## config.mk

```make
export PLATFORM = sky130hd
export DESIGN_NAME = fb_addr_to_xy_flat
export DESIGN_NICKNAME = d
export VERILOG_FILES = /design/src/rtl/fb_addr_to_xy_if.sv /design/src/rtl/fb_addr_to_xy.sv /design/src/flat_wrapper.sv
export SDC_FILE = /design/constraint.sdc
export NUM_CORES = 1
export LEC_CHECK = 0
export CORE_MARGIN = 5
export CORE_UTILIZATION = 57
export CTS_BUF_LIST = sky130_fd_sc_hd__clkbuf_16
export DETAILED_ROUTE_END_ITERATION = 8
export PLACE_DENSITY = 0.85
export SLEW_MARGIN = 10
export SYNTH_ARGS = -nofsm -noshare
export SYNTH_HDL_FRONTEND = slang
export SYNTH_SLANG_ARGS = --single-unit
```

## constraint.sdc

```tcl
create_clock -name clk -period 3.1 [get_ports clk]
set_clock_uncertainty 0.2 [all_clocks]
set_input_delay 0.62 -clock clk [delete_from_list [all_inputs] [get_ports clk]]
set_output_delay 0.62 -clock clk [all_outputs]
set_load 0.01 [all_outputs]
```

## src/rtl/fb_addr_to_xy_if.sv

```systemverilog
// Handshake bundle between an address producer and the fb_addr_to_xy converter.
// The master drives addresses and accepts results; the slave is the converter.
interface fb_addr_to_xy_if #(
  parameter int FB_WIDTH  = 640,
  parameter int FB_HEIGHT = 480,
  parameter int ADDR_BITS = 20
);
  localparam int FB_X_BITS = $clog2(FB_WIDTH);
  localparam int FB_Y_BITS = $clog2(FB_HEIGHT);

  logic                 in_valid;
  logic                 in_ready;
  logic [ADDR_BITS-1:0] in_addr;
  logic                 out_valid;
  logic                 out_ready;
  logic [FB_X_BITS-1:0] out_x;
  logic [FB_Y_BITS-1:0] out_y;
  logic                 out_oob;

  modport master (
    output in_valid, in_addr, out_ready,
    input  in_ready, out_valid, out_x, out_y, out_oob
  );

  modport slave (
    input  in_valid, in_addr, out_ready,
    output in_ready, out_valid, out_x, out_y, out_oob
  );
endinterface

```

## src/rtl/fb_addr_to_xy.sv

```systemverilog
// Linear framebuffer address -> (x, y) pixel coordinates using a bit-serial
// restoring divide by FB_WIDTH; one address in flight, one quotient bit per clock.
module fb_addr_to_xy #(
  parameter int FB_WIDTH  = 640,
  parameter int FB_HEIGHT = 480,
  parameter int ADDR_BITS = 20
) (
  input logic            clk,
  input logic            rst_n,
  fb_addr_to_xy_if.slave bus
);
  localparam int FB_X_BITS = $clog2(FB_WIDTH);
  localparam int FB_Y_BITS = $clog2(FB_HEIGHT);
  localparam int CNT_BITS  = $clog2(ADDR_BITS);
  localparam logic [FB_X_BITS:0] DIVISOR = (FB_X_BITS+1)'(FB_WIDTH);
  localparam logic [ADDR_BITS:0] PIXELS  = (ADDR_BITS+1)'(FB_WIDTH * FB_HEIGHT);

  typedef enum logic [1:0] {S_IDLE, S_DIV, S_DONE} state_t;

  state_t               r_state;
  logic                 r_in_ready;
  logic                 r_out_valid;
  logic [FB_X_BITS-1:0] r_out_x;
  logic [FB_Y_BITS-1:0] r_out_y;
  logic                 r_out_oob;
  logic [CNT_BITS-1:0]  r_cnt;

  logic [ADDR_BITS-1:0] r_addr;
  logic [FB_X_BITS-1:0] r_rem;
  logic [FB_Y_BITS-2:0] r_q;
  logic                 r_oob;

  logic                 w_accept;
  logic [FB_X_BITS:0]   w_rem_sh;
  logic                 w_ge;
  logic [FB_X_BITS-1:0] w_rem_nx;
  logic [FB_Y_BITS-1:0] w_q_nx;

  // Quotient bits above FB_Y_BITS are only nonzero for out-of-range addresses,
  // whose coordinates are forced to zero, so they are never kept.
  assign w_accept = bus.in_valid && r_in_ready;
  assign w_rem_sh = {r_rem, r_addr[ADDR_BITS-1]};
  assign w_ge     = (w_rem_sh >= DIVISOR);
  assign w_rem_nx = w_ge ? FB_X_BITS'(w_rem_sh - DIVISOR) : w_rem_sh[FB_X_BITS-1:0];
  assign w_q_nx   = {r_q, w_ge};

  // Divider datapath: loaded on accept, shifted one address bit per DIV cycle
  always_ff @(posedge clk) begin
    if (w_accept) begin
      r_addr <= bus.in_addr;
      r_rem  <= '0;
      r_q    <= '0;
      r_oob  <= ({1'b0, bus.in_addr} >= PIXELS);
    end else if (r_state == S_DIV) begin
      r_addr <= {r_addr[ADDR_BITS-2:0], 1'b0};
      r_rem  <= w_rem_nx;
      r_q    <= w_q_nx[FB_Y_BITS-2:0];
    end
  end

  // Control FSM with registered handshake and result outputs
  always_ff @(posedge clk or negedge rst_n) begin
    if (!rst_n) begin
      r_state     <= S_IDLE;
      r_in_ready  <= 1'b0;
      r_out_valid <= 1'b0;
      r_out_x     <= '0;
      r_out_y     <= '0;
      r_out_oob   <= 1'b0;
      r_cnt       <= '0;
    end else begin
      case (r_state)
        S_IDLE: begin
          if (w_accept) begin
            r_in_ready <= 1'b0;
            r_cnt      <= CNT_BITS'(ADDR_BITS - 1);
            r_state    <= S_DIV;
          end else begin
            r_in_ready <= 1'b1;
          end
        end
        S_DIV: begin
          if (r_cnt == '0) begin
            r_out_x     <= r_oob ? '0 : w_rem_nx;
            r_out_y     <= r_oob ? '0 : w_q_nx;
            r_out_oob   <= r_oob;
            r_out_valid <= 1'b1;
            r_state     <= S_DONE;
          end else begin
            r_cnt <= r_cnt - 1'b1;
          end
        end
        S_DONE: begin
          if (bus.out_ready) begin
            r_out_valid <= 1'b0;
            r_in_ready  <= 1'b1;
            r_state     <= S_IDLE;
          end
        end
        default: r_state <= S_IDLE;
      endcase
    end
  end

  assign bus.in_ready  = r_in_ready;
  assign bus.out_valid = r_out_valid;
  assign bus.out_x     = r_out_x;
  assign bus.out_y     = r_out_y;
  assign bus.out_oob   = r_out_oob;
endmodule

```

## src/flat_wrapper.sv

```systemverilog
// flat-port wrapper written by rule: the top's interface ports become plain ports
module fb_addr_to_xy_flat 
#(
  parameter int FB_WIDTH  = 640,
  parameter int FB_HEIGHT = 480,
  parameter int ADDR_BITS = 20
)
  (clk, rst_n, bus_in_valid, bus_in_addr, bus_out_ready, bus_in_ready, bus_out_valid, bus_out_x, bus_out_y, bus_out_oob);
  fb_addr_to_xy_if #(.FB_WIDTH(FB_WIDTH), .FB_HEIGHT(FB_HEIGHT), .ADDR_BITS(ADDR_BITS)) bus_i ();
  input logic clk;
  input logic rst_n;
  input wire logic [$bits(bus_i.in_valid)-1:0] bus_in_valid;
  input wire logic [$bits(bus_i.in_addr)-1:0] bus_in_addr;
  input wire logic [$bits(bus_i.out_ready)-1:0] bus_out_ready;
  output wire logic [$bits(bus_i.in_ready)-1:0] bus_in_ready;
  output wire logic [$bits(bus_i.out_valid)-1:0] bus_out_valid;
  output wire logic [$bits(bus_i.out_x)-1:0] bus_out_x;
  output wire logic [$bits(bus_i.out_y)-1:0] bus_out_y;
  output wire logic [$bits(bus_i.out_oob)-1:0] bus_out_oob;
  assign bus_i.in_valid = bus_in_valid;
  assign bus_i.in_addr = bus_in_addr;
  assign bus_i.out_ready = bus_out_ready;
  assign bus_in_ready = bus_i.in_ready;
  assign bus_out_valid = bus_i.out_valid;
  assign bus_out_x = bus_i.out_x;
  assign bus_out_y = bus_i.out_y;
  assign bus_out_oob = bus_i.out_oob;
  fb_addr_to_xy #(.FB_WIDTH(FB_WIDTH), .FB_HEIGHT(FB_HEIGHT), .ADDR_BITS(ADDR_BITS)) u_core (.clk(clk), .rst_n(rst_n), .bus(bus_i));
endmodule
```

**Signal wires on met1**

Scale: 6 px per um. Supply wires on this layer in grey. Cells faint in the background.
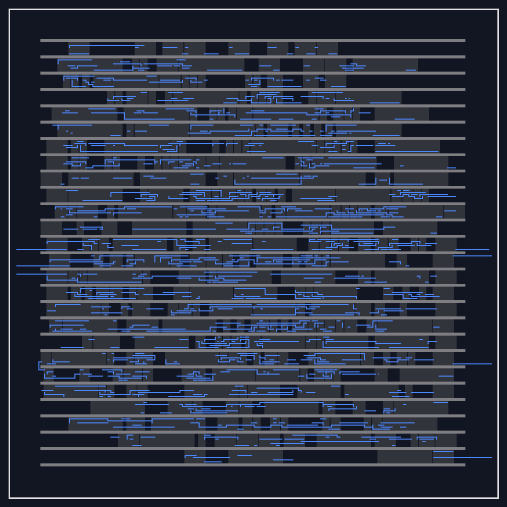
nets with wire on the layer	351
share of all routed wire	43%
wire length on this layer	2,400 um
GR Util met1: 22.4%
via count: 2,258
Routed WL: 5630 um

**M2 wires**

Scale: 6 px per um.
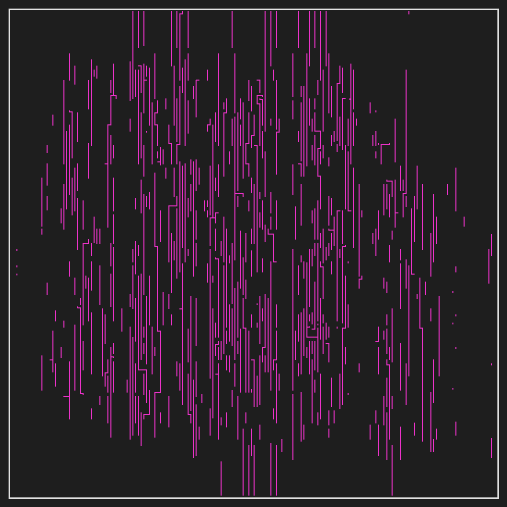
wire length on this layer	2,930 um
main direction	vertical
longest straight run	23.8 um

**Metal 3**

Scale: 8 px per um. Cells faint in the background.
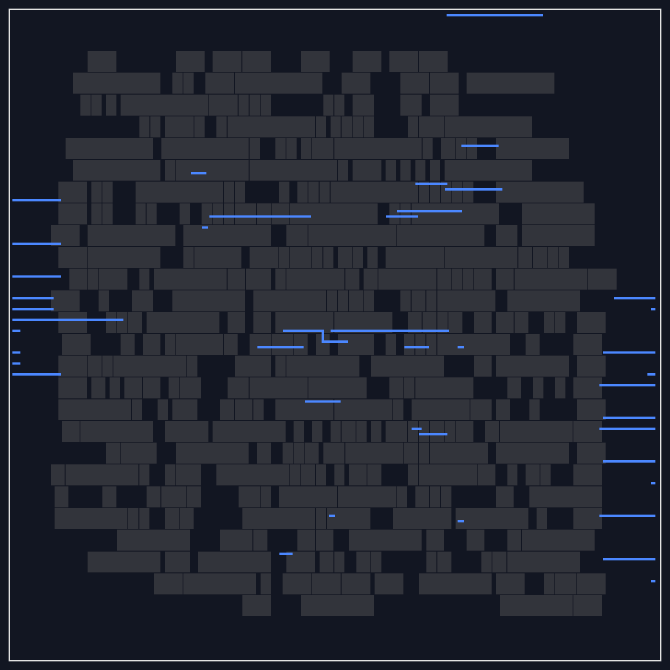
main direction	horizontal
share of all routed wire	3.5%
nets with wire on the layer	32
longest straight run	14.5 um

==> results.yml <==
# physical design summary
run_status:
  status: "finished, final reports clean"
yosys:
  ys_seq_share_pct: 59.3
  yosys-stat-cells: 308
  numSynthFlops: 68
  synthCells: 308
  syn-num-nets: 334
  syn_area_um2: 2890
layout:
  final_common_cell: "nand2_1"
  final_net_count: 381
  fillers: 364
global_route:
  grt_pass1_vias: 2285
  grt_overflow_total: 0
  grt_first_pass_wirelength_um: 9770
pwr:
  intPower_mw: 2.26
  ir_drop_uv: 566
  pwr-share-clk_pct: 28.6
  power_mw: 3.31
  pwr-share-comb_pct: 27.2
  power_density_nw_per_um2: 894
floorplanning:
  row_count: 26
  fp_util_pct: 57.7
  chipWidth_um: 81.2
  die_h_um: 81.2
  io_pins: 46
critical_path:
  r2r_end: "u_core.bus.out_oob"
  start_kind: "flop"
  end_kind: "flop"
placement:
  dp_hpwl_um: 3800
  placedCellCount: 414
clocking:
  root_buffer: "clkbuf_16"
  cts_buffers: 9
  clkSlewWorstSetupHoldPaths_ns: 0.06
sta:
  whs_ns: 0.260
  finalCritPeriodShare_pct: 68.4
  finalSetupViolations: 0
  report.final.slew_viol_count: 0
  hold_viol: 0
min_path:
  whs_endpoint: "u_core.r_q[7]"
  hold-path-cell-count: 2
  hold_path_class: "reg -> reg"
detailed_routing:
  drtIter0Drc: 117
job:
  warnings: 26
-- per-layer routing --
metal | vias up | share of wire, % | track usage [%]
met1 | 1072 | 43 | 22.4
met3 | 9 | 3.4 | 4.10
met2 | 55 | 52 | 33.6
li1 | 1122 | - | -
met4 | 0 | 1.9 | 11.1
met5 | - | 0 | 0
-- cells by family after synthesis --
group / count (synthesis) / share of synthesized area, %
DFF: 68 / 59.3
buffers and inverters: 24 / 3.37
adders and majority gates: 2 / 0.865
AOI/OAI and AO/OA: 54 / 11.4
muxes: 1 / 0.389
and+or+nand+nor: 157 / 24.0
xor gates and xnor gates: 2 / 0.606
-- sequential cells by signal (all words and copies together), names as in the netlist --
signal / count
u_core.r_state: 2
u_core.r_q: 8
u_core.bus.in_ready: 1
u_core.bus.out_oob: 1
u_core.r_cnt: 5
u_core.bus.out_x: 10
u_core.r_rem: 10
u_core.r_oob: 1
u_core.r_addr: 20
u_core.bus.out_valid: 1
u_core.bus.out_y: 9
-- cells in the mapped netlist --
cell type    n  share of area (%)
a41oi_1      1               0.30
edfxtp_1    21                 22
o21ai_0     19                3.3
a211oi_1     3               0.78
clkbuf_1    10                1.3
mux2_2       1               0.39
inv_1        8                1.0
xor2_1       2               0.61
dfxtp_1     18                 12
nand4_2      1               0.43
and3_1       3               0.65
or4b_1       1               0.35
buf_2        6                1.0
a211o_1      2               0.61
nand2b_1    16                3.5
or2_2        1               0.22
dfrtp_1     29                 25
nor3_1       6                1.0
or2b_1       1               0.26
a21oi_1     21                3.6
nor2_1      13                1.7
a2111oi_1    1               0.35
nand2_1    109                 14
o31ai_1      2               0.52
and2_1       1               0.22
o41ai_2      2                1.1
a21boi_0     1               0.26
nor2b_1      1               0.22
a21o_1       2               0.52
ha_1         2               0.86
nor4b_2      2                1.0
nand3_1      2               0.35
-- power by group through the flow --
stage	logic, mW	registers, mW	clock network [mW]
6_report	0.899	1.46	0.948
5_1_grt	1.03	1.50	1.01
4_1_cts	0.909	1.46	0.968
3_5_place_dp	0.899	1.47	0
3_3_place_gp	0.865	1.46	0
2_1_floorplan	0.566	1.45	0
-- worst max path at each step --
stage | startpoint | endpoint | slack [ns] | depth (start not counted)
3_3_place_gp | bus_in_valid | u_core.r_addr[6] | 0.83 | 5
3_5_place_dp | bus_in_valid | u_core.r_addr[0] | 0.78 | 5
2_1_floorplan | bus_in_valid | u_core.r_oob | 1.24 | 4
4_1_cts | u_core.r_cnt[0] | u_core.bus.out_oob | 0.97 | 6
6_report | u_core.r_cnt[0] | u_core.bus.out_oob | 0.98 | 6
5_1_grt | u_core.r_cnt[0] | u_core.bus.out_oob | 0.83 | 6
-- per-stage QoR --
stage	worst slack, ns	instance area [um^2]
6_report	0.981	3700
5_1_grt	0.825	3700
4_1_cts	0.965	3700
3_5_place_dp	0.784	3420
3_3_place_gp	0.832	3420
2_1_floorplan	1.24	2890
-- final cells by class --
cell class	count	area, um^2	area share (%)
clock buffer	10	250	6.76
clock inverter	6	36.3	0.980
inverter	8	30.0	0.811
multi-input combinational	216	1080	29.1
sequential	68	1720	46.4
tap	70	87.6	2.37
timing repair buffer	52	503	13.6
Power is estimated from default activity; no workload was simulated.
